File: src/rtl/trace_pkg.sv
// Shared types and constants for the commit trace buffer.
package trace_pkg;

    localparam int DROP_W   = 16;
    localparam int XLEN_D   = 32;
    localparam int ADDR_W_D = 32;
    localparam int NCH_D    = 2;
    localparam int TS_W_D   = 32;

    function automatic int ch_w(input int n);
        return (n > 1) ? $clog2(n) : 1;
    endfunction

    localparam int CH_W_D = ch_w(NCH_D);

    typedef struct packed {
        logic [CH_W_D-1:0]   ch;
        logic [ADDR_W_D-1:0] addr;
        logic [XLEN_D-1:0]   data;
        logic [TS_W_D-1:0]   ts;
    } trace_entry_t;

endpackage

File: src/rtl/trace_enq_compact.sv
// Prefix-sum compaction: packs the valid channels into consecutive slot offsets,
// lowest channel first, and admits only as many as there is space for.
module trace_enq_compact #(
    parameter int NCH   = 2,
    parameter int CNT_W = 5,
    parameter int OFF_W = 4
) (
    input  logic [NCH-1:0]            valid,
    input  logic [CNT_W-1:0]          space,
    output logic [NCH-1:0]            wr_en,
    output logic [NCH-1:0][OFF_W-1:0] wr_off,
    output logic [CNT_W-1:0]          n_valid,
    output logic [CNT_W-1:0]          n_acc
);

    logic [CNT_W-1:0] run;

    always_comb begin
        run    = '0;
        wr_en  = '0;
        wr_off = '0;
        for (int k = 0; k < NCH; k++) begin
            if (valid[k]) begin
                wr_off[k] = run[OFF_W-1:0];
                wr_en[k]  = (run < space);
                run       = run + CNT_W'(1);
            end
        end
        n_valid = run;
        n_acc   = (run < space) ? run : space;
    end

endmodule

File: src/rtl/commit_trace_buffer.sv
// Multi-channel timestamped commit-event FIFO with first-word-fall-through drain
// and saturating loss accounting.
module commit_trace_buffer
    import trace_pkg::*;
#(
    parameter int XLEN   = 32,
    parameter int ADDR_W = 32,
    parameter int NCH    = 2,
    parameter int DEPTH  = 16,
    parameter int TS_W   = 32,
    localparam int CH_W  = ch_w(NCH),
    localparam int CNT_W = $clog2(DEPTH) + 1
) (
    input  logic                  i_clk,
    input  logic                  i_rst,
    input  logic                  i_en,
    input  logic [NCH-1:0]        i_ch_valid,
    input  logic [NCH*ADDR_W-1:0] i_ch_addr,
    input  logic [NCH*XLEN-1:0]   i_ch_data,
    output logic                  o_valid,
    input  logic                  i_ready,
    output logic [CH_W-1:0]       o_ch,
    output logic [ADDR_W-1:0]     o_addr,
    output logic [XLEN-1:0]       o_data,
    output logic [TS_W-1:0]       o_ts,
    output logic [CNT_W-1:0]      o_count,
    output logic                  o_full,
    output logic [DROP_W-1:0]     o_drop_cnt,
    input  logic                  i_clr_drop
);

    localparam int PTR_W = $clog2(DEPTH);

    logic [CH_W-1:0]   mem_ch   [DEPTH];
    logic [ADDR_W-1:0] mem_addr [DEPTH];
    logic [XLEN-1:0]   mem_data [DEPTH];
    logic [TS_W-1:0]   mem_ts   [DEPTH];

    logic [PTR_W-1:0] wr_ptr, rd_ptr, rd_ptr_next;
    logic [TS_W-1:0]  ts;
    logic             pop;
    logic [CNT_W-1:0] space, count_next, n_valid, n_acc, n_drop;
    logic [NCH-1:0]   v_masked, wr_en;
    logic [NCH-1:0][PTR_W-1:0] wr_off, wr_idx;
    logic [DROP_W:0]  drop_sum;

    logic [CH_W-1:0]   head_ch;
    logic [ADDR_W-1:0] head_addr;
    logic [XLEN-1:0]   head_data;
    logic [TS_W-1:0]   head_ts;

    assign v_masked    = i_ch_valid & {NCH{i_en}};
    assign pop         = o_valid & i_ready;
    assign space       = CNT_W'(DEPTH) - o_count + CNT_W'(pop);
    assign count_next  = o_count + n_acc - CNT_W'(pop);
    assign rd_ptr_next = rd_ptr + PTR_W'(pop);
    assign n_drop      = n_valid - n_acc;
    assign drop_sum    = {1'b0, (i_clr_drop ? {DROP_W{1'b0}} : o_drop_cnt)} + (DROP_W+1)'(n_drop);

    trace_enq_compact #(
        .NCH   (NCH),
        .CNT_W (CNT_W),
        .OFF_W (PTR_W)
    ) u_enq (
        .valid   (v_masked),
        .space   (space),
        .wr_en   (wr_en),
        .wr_off  (wr_off),
        .n_valid (n_valid),
        .n_acc   (n_acc)
    );

    always_comb begin
        for (int k = 0; k < NCH; k++) begin
            wr_idx[k] = wr_ptr + wr_off[k];
        end
    end

    // The next head may be a slot written this very cycle, so bypass it from the inputs.
    always_comb begin
        head_ch   = mem_ch[rd_ptr_next];
        head_addr = mem_addr[rd_ptr_next];
        head_data = mem_data[rd_ptr_next];
        head_ts   = mem_ts[rd_ptr_next];
        for (int k = 0; k < NCH; k++) begin
            if (wr_en[k] && (wr_idx[k] == rd_ptr_next)) begin
                head_ch   = CH_W'(k);
                head_addr = i_ch_addr[k*ADDR_W +: ADDR_W];
                head_data = i_ch_data[k*XLEN +: XLEN];
                head_ts   = ts;
            end
        end
    end

    always_ff @(posedge i_clk) begin
        for (int k = 0; k < NCH; k++) begin
            if (wr_en[k]) begin
                mem_ch[wr_idx[k]]   <= CH_W'(k);
                mem_addr[wr_idx[k]] <= i_ch_addr[k*ADDR_W +: ADDR_W];
                mem_data[wr_idx[k]] <= i_ch_data[k*XLEN +: XLEN];
                mem_ts[wr_idx[k]]   <= ts;
            end
        end
    end

    always_ff @(posedge i_clk) begin
        if (i_rst) begin
            wr_ptr     <= '0;
            rd_ptr     <= '0;
            ts         <= '0;
            o_count    <= '0;
            o_full     <= 1'b0;
            o_valid    <= 1'b0;
            o_drop_cnt <= '0;
            o_ch       <= '0;
            o_addr     <= '0;
            o_data     <= '0;
            o_ts       <= '0;
        end else begin
            wr_ptr     <= wr_ptr + PTR_W'(n_acc);
            rd_ptr     <= rd_ptr_next;
            ts         <= ts + TS_W'(1);
            o_count    <= count_next;
            o_full     <= (count_next == CNT_W'(DEPTH));
            o_valid    <= (count_next != '0);
            o_drop_cnt <= drop_sum[DROP_W] ? {DROP_W{1'b1}} : drop_sum[DROP_W-1:0];
            if (count_next != '0) begin
                o_ch   <= head_ch;
                o_addr <= head_addr;
                o_data <= head_data;
                o_ts   <= head_ts;
            end
        end
    end

endmodule

File: config.mk
export PLATFORM = sky130hd
export DESIGN_NAME = commit_trace_buffer
export DESIGN_NICKNAME = d
export VERILOG_FILES = /design/src/rtl/trace_pkg.sv /design/src/rtl/trace_enq_compact.sv /design/src/rtl/commit_trace_buffer.sv
export SDC_FILE = /design/constraint.sdc
export NUM_CORES = 2
export LEC_CHECK = 0
export CORE_ASPECT_RATIO = 0.8
export CORE_MARGIN = 2
export CORE_UTILIZATION = 55
export DETAILED_ROUTE_END_ITERATION = 16
export PLACE_DENSITY = 0.75
export SYNTH_ARGS = -nofsm -noshare
export SYNTH_HDL_FRONTEND = slang
export SYNTH_SLANG_ARGS = --single-unit
export TNS_END_PERCENT = 50
File: constraint.sdc
create_clock -name i_clk -period 13.61 [get_ports i_clk]
set_input_delay 4.083 -clock i_clk [delete_from_list [all_inputs] [get_ports i_clk]]
set_output_delay 4.083 -clock i_clk [all_outputs]
set_load 0.01 [all_outputs]
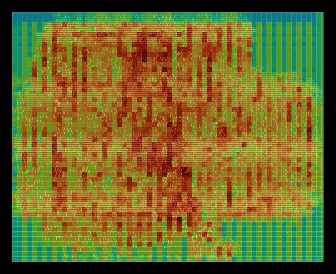
(images/final_congestion.png)
All-Layer GR Usage: 29.7%
GR Util met2: 48.0%
most used routing layer: met2
final core occ: 61.8%

==> reports/metrics.yaml <==
drt:
  wirelength_um: 221000
  vias_per_cell: 6.66
  wl_met1_um: 85300
  top_layer_used: "met5"
  antenna_left: 0
  drc: 0
synthesis:
  largest_area_cell: "edfxtp_1"
  yosys-stat-area_mm2: 0.0799
  synth-main-ff-cell: "edfxtp_1"
  yosys_cells: 5063
  postSynthCellCount: 5063
  netlist_area_mm2: 0.0799
  edf_count: 1536
  ys_seq_share_pct: 62.1
  yosys_warnings: 0
  syn_area_per_cell_um2: 15.8
  fp_nets: 5228
  topCellsByArea: "edfxtp_1, mux2_2, mux4_2, dfxtp_1, nand2_1"
sta:
  rsz0062_at_grt: "false"
  skew_ns: 0.0296
  setup_violations: 0
  slew_viol_final: 0
  finalCritPeriodShare_pct: 64.6
  hold_viol: 0
  fin_setup_tns_ns: 0
  fmax_mhz: 114
global_route:
  grt_pass1_vias: 48060
  grt_pass1_wl_um: 325000
  antenna_found_initial: 27
setup_path:
  rr_worst_depth: 23
  r2r-end: "o_ts[21]$_SDFFE_PP0P_"
  reg2reg_slack_ns: 8.19
  r2r-start: "o_valid$_SDFF_PP0_"
  cp_cell_sequence: "clkdlybuf4s50_1 -> nand2_1 -> ha_1 -> inv_1 -> ha_1 -> nor2b_1 -> inv_1 -> o21bai_1 -> a21oi_1 -> nor2_1 -> a21oi_1 -> ha_1 -> inv_1 -> ha_1 -> inv_1 -> fa_1 -> nand2b_1 -> a21oi_1 -> xnor2_1 -> nand2_2 -> buf_4 -> nor2_4 -> buf_4 -> a22o_1"
  path_max_fanout: 59
  crit_family: "buffers and inverters"
  crit_end: "o_ts[21]$_SDFFE_PP0P_"
  critPathKind: "input port to register"
  cp_slowest_cell: "buf_4"
cts:
  htree_levels: 4
  cts_tree: "done"
  cts_setup_buffers: 0
  clk_latency_ns: 0.82
  numCtsBuffers: 166
  ctsHoldBuffers: 0
  cts-root-buf: "clkbuf_16"
  cts.clk_slew.worst_paths_ns: 0.06
  cts_resized: 0
  cts_sinks: 1712
  clock_path_buffers: 3
flow_run:
  warnings: 36
placement:
  post_dp_cell_area_mm2: 0.0841
  place_hpwl_um: 116000
  portBuffers: 254
  gp_congestion: 0.790
  dp.cells: 6848
die:
  fp_util_pct: 55.2
  io-pin-count: 255
  std_cell_rows: 125
  core_mm2: 0.145
  fp.dieH_um: 345
  die_area_mm2: 0.148
power_and_ir_drop:
  power.density_mw_per_mm2: 164
  leakage_nw: 29.4
  clock_power_share_pct: 30.5
  total_power_mw: 14.7
  peakVddDrop_uv: 198
  p_sw_mw: 4.31
  switching_share_pct: 29.4
  p_int_mw: 10.4
worst_hold_path:
  hp-start: "mem_ch[13]$_DFF_P_"
  hold_end: "mem_ch[13]$_DFF_P_"
  worst_hold_path_type: "register to register"
  min_path_cells: 2
layout:
  final_nets: 5276
  stdcell_area_mm2: 0.0893
  fin_cells: 7172
  area_delta_synth_final_pct: 11.8
outcome:
  status: "completed"
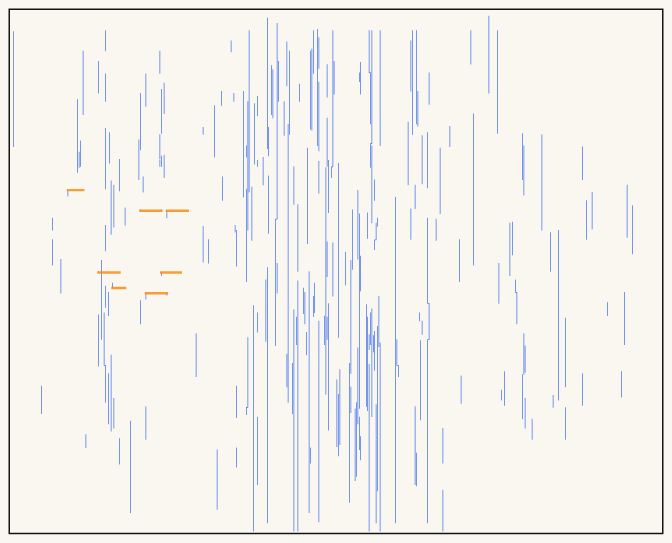
(images/metal_stack.png)
Only two layers are drawn.
met5: drawn in orange, wire length 86.5 um. met4: drawn in blue, wire length 8900 um.
post-DR wirelength/cell: 30.8 um
Vias: 47746

==> kinds of logic (layout without fill, tap and decap cells) <==
logic type | Yosys count | count (layout) | synth area share [%]
flops | 1712 | 1712 | 62.1
mux | 1488 | 1488 | 25.4
simple gates | 831 | 831 | 4.76
buf+inv | 503 | 689 | 2.63
compound gates | 447 | 447 | 4.01
xor+xnor | 50 | 50 | 0.584
fa+ha+maj | 30 | 30 | 0.507
other cells | 2 | 20 | 0.00940
==> power groups by stage <==
| stage | clock network [mW] | logic, mW | registers, mW |
|---|---|---|---|
| 3_5_place_dp | 0 | 3.66 | 6.61 |
| 2_1_floorplan | 0 | 2.36 | 6.64 |
| 5_1_grt | 4.72 | 3.92 | 6.53 |
| 3_3_place_gp | 0 | 3.59 | 6.60 |
| 6_report | 4.48 | 3.70 | 6.51 |
| 4_1_cts | 4.52 | 3.68 | 6.51 |
==> Yosys cell counts (all sizes together), types with 26 or more instances <==
cell type	n
dfxtp	176
a22o	32
and3	42
clkbuf	279
a21oi	96
xor2	28
mux4	324
o21ai	58
edfxtp	1536
ha	26
a211oi	82
nand2	429
o2bb2ai	27
and2	40
a41o	29
a32oi	33
buf	193
nand3	142
mux2	1053
inv	31
a311oi	33
nor2	82
mux2i	111
==> area by class of cell <==
type / count / area [um^2]
Fill cell: 10378 / 55300
Antenna cell: 18 / 45.0
Multi-Input combinational cell: 2848 / 28600
Timing Repair Buffer: 352 / 3350
Tap cell: 1905 / 2380
Sequential cell: 1712 / 49600
Inverter: 31 / 116
Clock inverter: 73 / 572
Clock buffer: 233 / 4610
==> metrics by stage <==
step	util (%)	hold slack [ns]	worst slack, ns
global route	61.8	0.481	4.46
detailed placement	58.1	0.444	4.12
global placement	58.1	0.443	4.17
CTS	61.7	0.460	4.95
finish	61.8	0.463	4.81
floorplan	-	0.431	0.199
==> per-layer routing <==
metal	up-vias	GRT usage, %
met2	2569	48.0
met1	24674	40.1
met4	14	13.0
li1	19977	-
met3	512	5.22
met5	-	0
==> layout by cell type (no fill, tap or decap), types with 9 or more instances in the layout <==
| cell type | count |
|---|---|
| clkbuf_1 | 50 |
| a311oi_1 | 33 |
| mux2_2 | 1006 |
| o2bb2ai_1 | 27 |
| a21oi_1 | 95 |
| inv_1 | 31 |
| or3_1 | 9 |
| a211oi_1 | 82 |
| diode_2 | 18 |
| dfxtp_1 | 176 |
| mux2_1 | 47 |
| clkdlybuf4s50_1 | 253 |
| clkbuf_16 | 169 |
| nor2_1 | 74 |
| o21ai_0 | 54 |
| a22o_1 | 32 |
| ha_1 | 24 |
| xor2_1 | 27 |
| and2_1 | 35 |
| mux4_2 | 324 |
| a41o_1 | 29 |
| nand2b_1 | 12 |
| buf_4 | 93 |
| clkbuf_8 | 14 |
| edfxtp_1 | 1536 |
| nand2_1 | 422 |
| mux2i_1 | 111 |
| nand4_1 | 25 |
| a32oi_1 | 32 |
| nor2b_1 | 18 |
| nand3_1 | 141 |
| and3_1 | 41 |
| clkinv_1 | 27 |
| clkinv_2 | 24 |
| xnor2_1 | 19 |
Power figures rest on the tool's default switching activity, not on a simulated workload.
